### src/rtl/display_source_sel.sv
// Display bus source selector: highest-index request wins, the chosen source
// lingers after requests drop, and an optional blink blanks non-default sources.
module display_source_sel #(
  parameter int WIDTH       = 16,
  parameter int NCH         = 3,
  parameter int DEFAULT_CH  = 0,
  parameter int HOLD_CYCLES = 1000,
  parameter int BLINK_HALF  = 500
) (
  input  logic                   clk,
  input  logic                   rst_n,
  input  logic [NCH-1:0]         show,
  input  logic [NCH*WIDTH-1:0]   x,
  input  logic                   blink_en,
  output logic [WIDTH-1:0]       y,
  output logic [$clog2(NCH)-1:0] sel,
  output logic                   active,
  output logic                   blank
);

  localparam int SW = $clog2(NCH);
  localparam int HW = $clog2(HOLD_CYCLES + 1);
  localparam int PW = $clog2(2 * BLINK_HALF);

  localparam logic [SW-1:0] DEF_SEL   = SW'(DEFAULT_CH);
  localparam logic [HW-1:0] HOLD_LOAD = HW'(HOLD_CYCLES - 1);
  localparam logic [PW-1:0] PH_LAST   = PW'(2 * BLINK_HALF - 1);
  localparam logic [PW-1:0] PH_BLANK  = PW'(BLINK_HALF);

  typedef enum logic [1:0] {
    ST_DEFAULT = 2'd0,
    ST_SHOW    = 2'd1,
    ST_LINGER  = 2'd2
  } state_t;

  state_t          state_r, state_s;
  logic [SW-1:0]   sel_r, sel_s, req_idx_s;
  logic [HW-1:0]   lin_cnt_r, lin_cnt_s;
  logic [PW-1:0]   phase_r, phase_s;
  logic [WIDTH-1:0] y_r, y_s;
  logic            blank_r, blank_s, active_r, active_s, req_s;

  // Priority encode requests; the default source never counts as a request.
  always_comb begin
    req_s     = 1'b0;
    req_idx_s = DEF_SEL;
    for (int i = 0; i < NCH; i++) begin
      req_idx_s = (show[i] && (i != DEFAULT_CH)) ? SW'(i) : req_idx_s;
      req_s     = req_s | (show[i] && (i != DEFAULT_CH));
    end
  end

  // Next state, selected source and linger countdown.
  always_comb begin
    state_s   = state_r;
    sel_s     = sel_r;
    lin_cnt_s = lin_cnt_r;
    case (state_r)
      ST_DEFAULT: begin
        if (req_s) begin
          state_s = ST_SHOW;
          sel_s   = req_idx_s;
        end else begin
          sel_s   = DEF_SEL;
        end
      end
      ST_SHOW: begin
        if (req_s) begin
          sel_s     = req_idx_s;
        end else begin
          state_s   = ST_LINGER;
          lin_cnt_s = HOLD_LOAD;
        end
      end
      ST_LINGER: begin
        if (req_s) begin
          state_s   = ST_SHOW;
          sel_s     = req_idx_s;
          lin_cnt_s = {HW{1'b0}};
        end else if (lin_cnt_r == {HW{1'b0}}) begin
          state_s   = ST_DEFAULT;
          sel_s     = DEF_SEL;
        end else begin
          lin_cnt_s = lin_cnt_r - HW'(1);
        end
      end
      default: begin
        state_s   = ST_DEFAULT;
        sel_s     = DEF_SEL;
        lin_cnt_s = {HW{1'b0}};
      end
    endcase
  end

  // Blink phase restarts on a fresh selection but runs on across LINGER->SHOW.
  always_comb begin
    phase_s = {PW{1'b0}};
    if ((state_s == ST_DEFAULT) || !blink_en || (state_r == ST_DEFAULT)) begin
      phase_s = {PW{1'b0}};
    end else if (phase_r == PH_LAST) begin
      phase_s = {PW{1'b0}};
    end else begin
      phase_s = phase_r + PW'(1);
    end
    active_s = (state_s != ST_DEFAULT);
    blank_s  = active_s && blink_en && (phase_s >= PH_BLANK);
    y_s      = blank_s ? {WIDTH{1'b0}} : x[int'(sel_s) * WIDTH +: WIDTH];
  end

  // State and output registers.
  always_ff @(posedge clk or negedge rst_n) begin
    if (!rst_n) begin
      state_r   <= ST_DEFAULT;
      sel_r     <= DEF_SEL;
      lin_cnt_r <= {HW{1'b0}};
      phase_r   <= {PW{1'b0}};
      y_r       <= {WIDTH{1'b0}};
      blank_r   <= 1'b0;
      active_r  <= 1'b0;
    end else begin
      state_r   <= state_s;
      sel_r     <= sel_s;
      lin_cnt_r <= lin_cnt_s;
      phase_r   <= phase_s;
      y_r       <= y_s;
      blank_r   <= blank_s;
      active_r  <= active_s;
    end
  end

  assign y      = y_r;
  assign sel    = sel_r;
  assign active = active_r;
  assign blank  = blank_r;

endmodule

### config.mk
export PLATFORM = sky130hd
export DESIGN_NAME = display_source_sel
export DESIGN_NICKNAME = d
export VERILOG_FILES = /design/src/rtl/display_source_sel.sv
export SDC_FILE = /design/constraint.sdc
export NUM_CORES = 1
export LEC_CHECK = 0
export CORE_MARGIN = 1
export CORE_UTILIZATION = 51
export CTS_CLUSTER_DIAMETER = 80
export DETAILED_ROUTE_END_ITERATION = 6
export PLACE_DENSITY = 0.86
export SETUP_SLACK_MARGIN = 0.15
export SYNTH_ARGS = -nofsm -noshare
export SYNTH_HDL_FRONTEND = slang
export SYNTH_SLANG_ARGS = --single-unit
### constraint.sdc
create_clock -name clk -period 5.8 [get_ports clk]
set_input_delay 0.58 -clock clk [delete_from_list [all_inputs] [get_ports clk]]
set_output_delay 0.58 -clock clk [all_outputs]
set_load 0.01 [all_outputs]
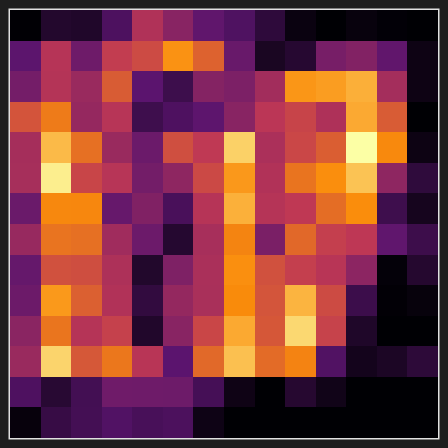
(images/metal_density.png)
The die is cut into 14 by 14 equal tiles; black is low, pale yellow is high, scaled to the fullest tile. Values are wire area over tile area, all layers added.
- nearly empty tiles: 11%
- emptiest ninth of the die: bottom right
- tiles over half the peak: 33%

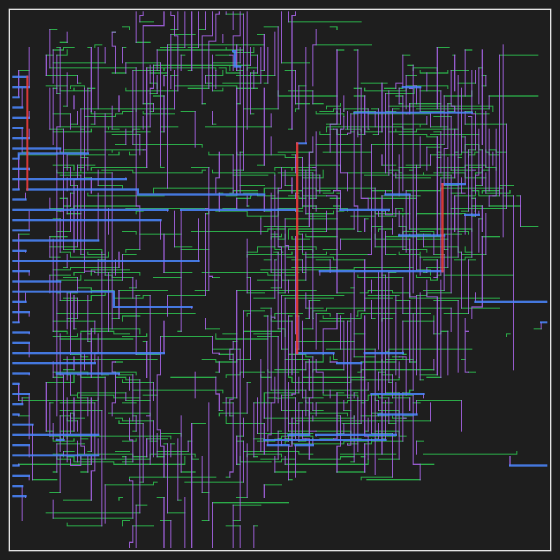
(images/wires.png)
- blue: metal 3 (wire length 430 um)
- red: metal 4 (wire length 54.4 um)
- purple: metal 2 (wire length 3050 um)
- green: metal 1 (wire length 2410 um)

==> GITHUB_STEP_SUMMARY <==
## PnR job results

| Metric | Value |
|---|---|
| Share of cells above drive strength 1 | 0.108 |
| Flip-flop and latch count after synthesis | 42 |
| FF-to-FF path depth | 8 |
| Synth Net Count | 325 |
| Most frequent cells in the layout | clkdlybuf4s50_1, dfrtp_1, nand2_1 |
| Worst Setup Start Kind | input pin |
| Skew final | 0.00965 ns |
| Cell Int Power | 901 uW |
| Slew headroom | 0.368 |
| Yosys Warn Count | 0 |
| Final worst slack | 2.93 ns |
| Total GRT Usage | 0.250 |
| DP HPWL | 4200 um |
| Area of the mapped netlist | 2480 sq um |
| FF+latch area | 1050 sq um |
| Min Tclk post-route | 2.87 ns |
| Gate Count Post-Synth | 265 |
| Vias | 2314 |
| Logic area | 1310 sq um |
| Clock share of power | 0.148 |
| Peak supply drop | 250 uV |
| Vias in the first global route | 2192 |
| Clock group power | 227 uW |
| Clock slew at reported path FFs | 0.08 ns |
| Run status | completed |
| Row cnt | 25 |
| Post-CTS setup buffer count | 0 |
| Number of enable flip-flop cells | 0 |
| Ys async rst share | 1.00 |
| Die H | 71.8 um |
| Ports | 74 |
| Total global routing overflow | 0 |
| Total sequential power | 446 uW |
| # setup viols final | 0 |
| Post-synthesis sequential area ratio | 0.423 |
| Htree depth | 2 |
| Top-area cell share | 0.423 |
| Worst EP arrival | 3.00 ns |
| Avg WL per Cell | 15.3 um |
| Post-CTS Hold Fix Bufs | 0 |
| Starting Density | 0.529 |
| Mean Syn Cell Area | 9.37 sq um |
| Worst r2r dst | y[3] |
| Input/output buffers | 72 |
| Pre-CTS setup slack | 2.62 ns |
| Core Box Area | 4690 sq um |
| Setup crit end | y[3] |
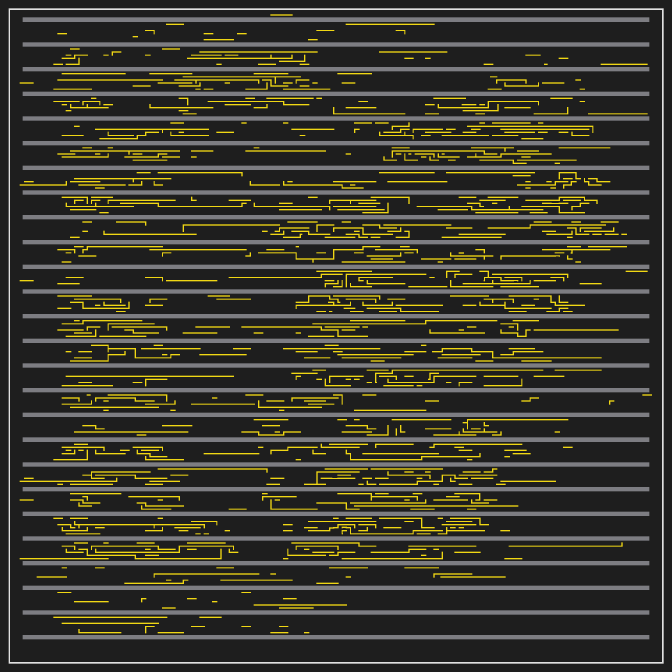
(images/layer_met1.png)
Supply wires on this layer in grey.
- nets with wire on the layer: 333
- wire length on this layer: 2410 um
- main direction: horizontal
- share of all routed wire: 41%

[synthesized netlist by cell type (all sizes together) (3+ instances only)]
master  instances
inv             9
a21oi          29
nor4            4
nor3            6
nand3           7
buf            10
clkbuf          3
a221oi         17
ha              6
nor2           23
xor2            5
dfrtp          42
nand4           4
a31oi           4
nand2          41
o21ai          21
[cells by family after synthesis]
family	after synthesis	share of synthesized area
AND/OR/NAND/NOR	102	0.201
AND-OR/OR-AND	86	0.274
flip-flops	42	0.423
buffers and inverters	22	0.0479
XOR/XNOR	7	0.0247
adder cells (fa/ha/maj)	6	0.0302
[through the flow]
step	total power, uW	cells	hold WS, ns	util
finish	1530	388	0.427	0.705
global route	1640	388	0.506	0.705
CTS	1530	388	0.455	0.705
detailed placement	1300	380	0.552	0.681
global placement	1280	380	0.513	0.681
floorplan	1020	265	0.284	-
[state kept, by name, indices dropped and copies added, names as in the netlist]
| signal | count |
|---|---|
| active | 1 |
| blank | 1 |
| lin_cnt_r | 10 |
| phase_r | 10 |
| sel | 2 |
| state_r | 2 |
| y | 16 |
[cell type report]
cell class / instances / area share
sequential: 42 / 0.318
inverter: 9 / 0.0102
tap: 54 / 0.0204
clock inverter: 3 / 0.0121
clock buffer: 5 / 0.0208
timing repair buffer: 74 / 0.221
multi-input combinational: 201 / 0.397
[critical path: stages]
cell and delay (ns):
clkdlybuf4s50_1 0.61, nor3b_4 0.46, o41ai_2 0.19, a211oi_2 0.36, o21ai_4 0.15, a21oi_4 0.54
a221oi_1 0.11
[routing by layer]
| metal | share of wire | track usage |
|---|---|---|
| met1 | 0.41 | 0.322 |
| met2 | 0.51 | 0.409 |
| met3 | 0.072 | 0.0717 |
| met4 | 0.0091 | 0.0763 |
| met5 | 0 | 0 |
Power figures rest on the tool's default switching activity, not on a simulated workload.
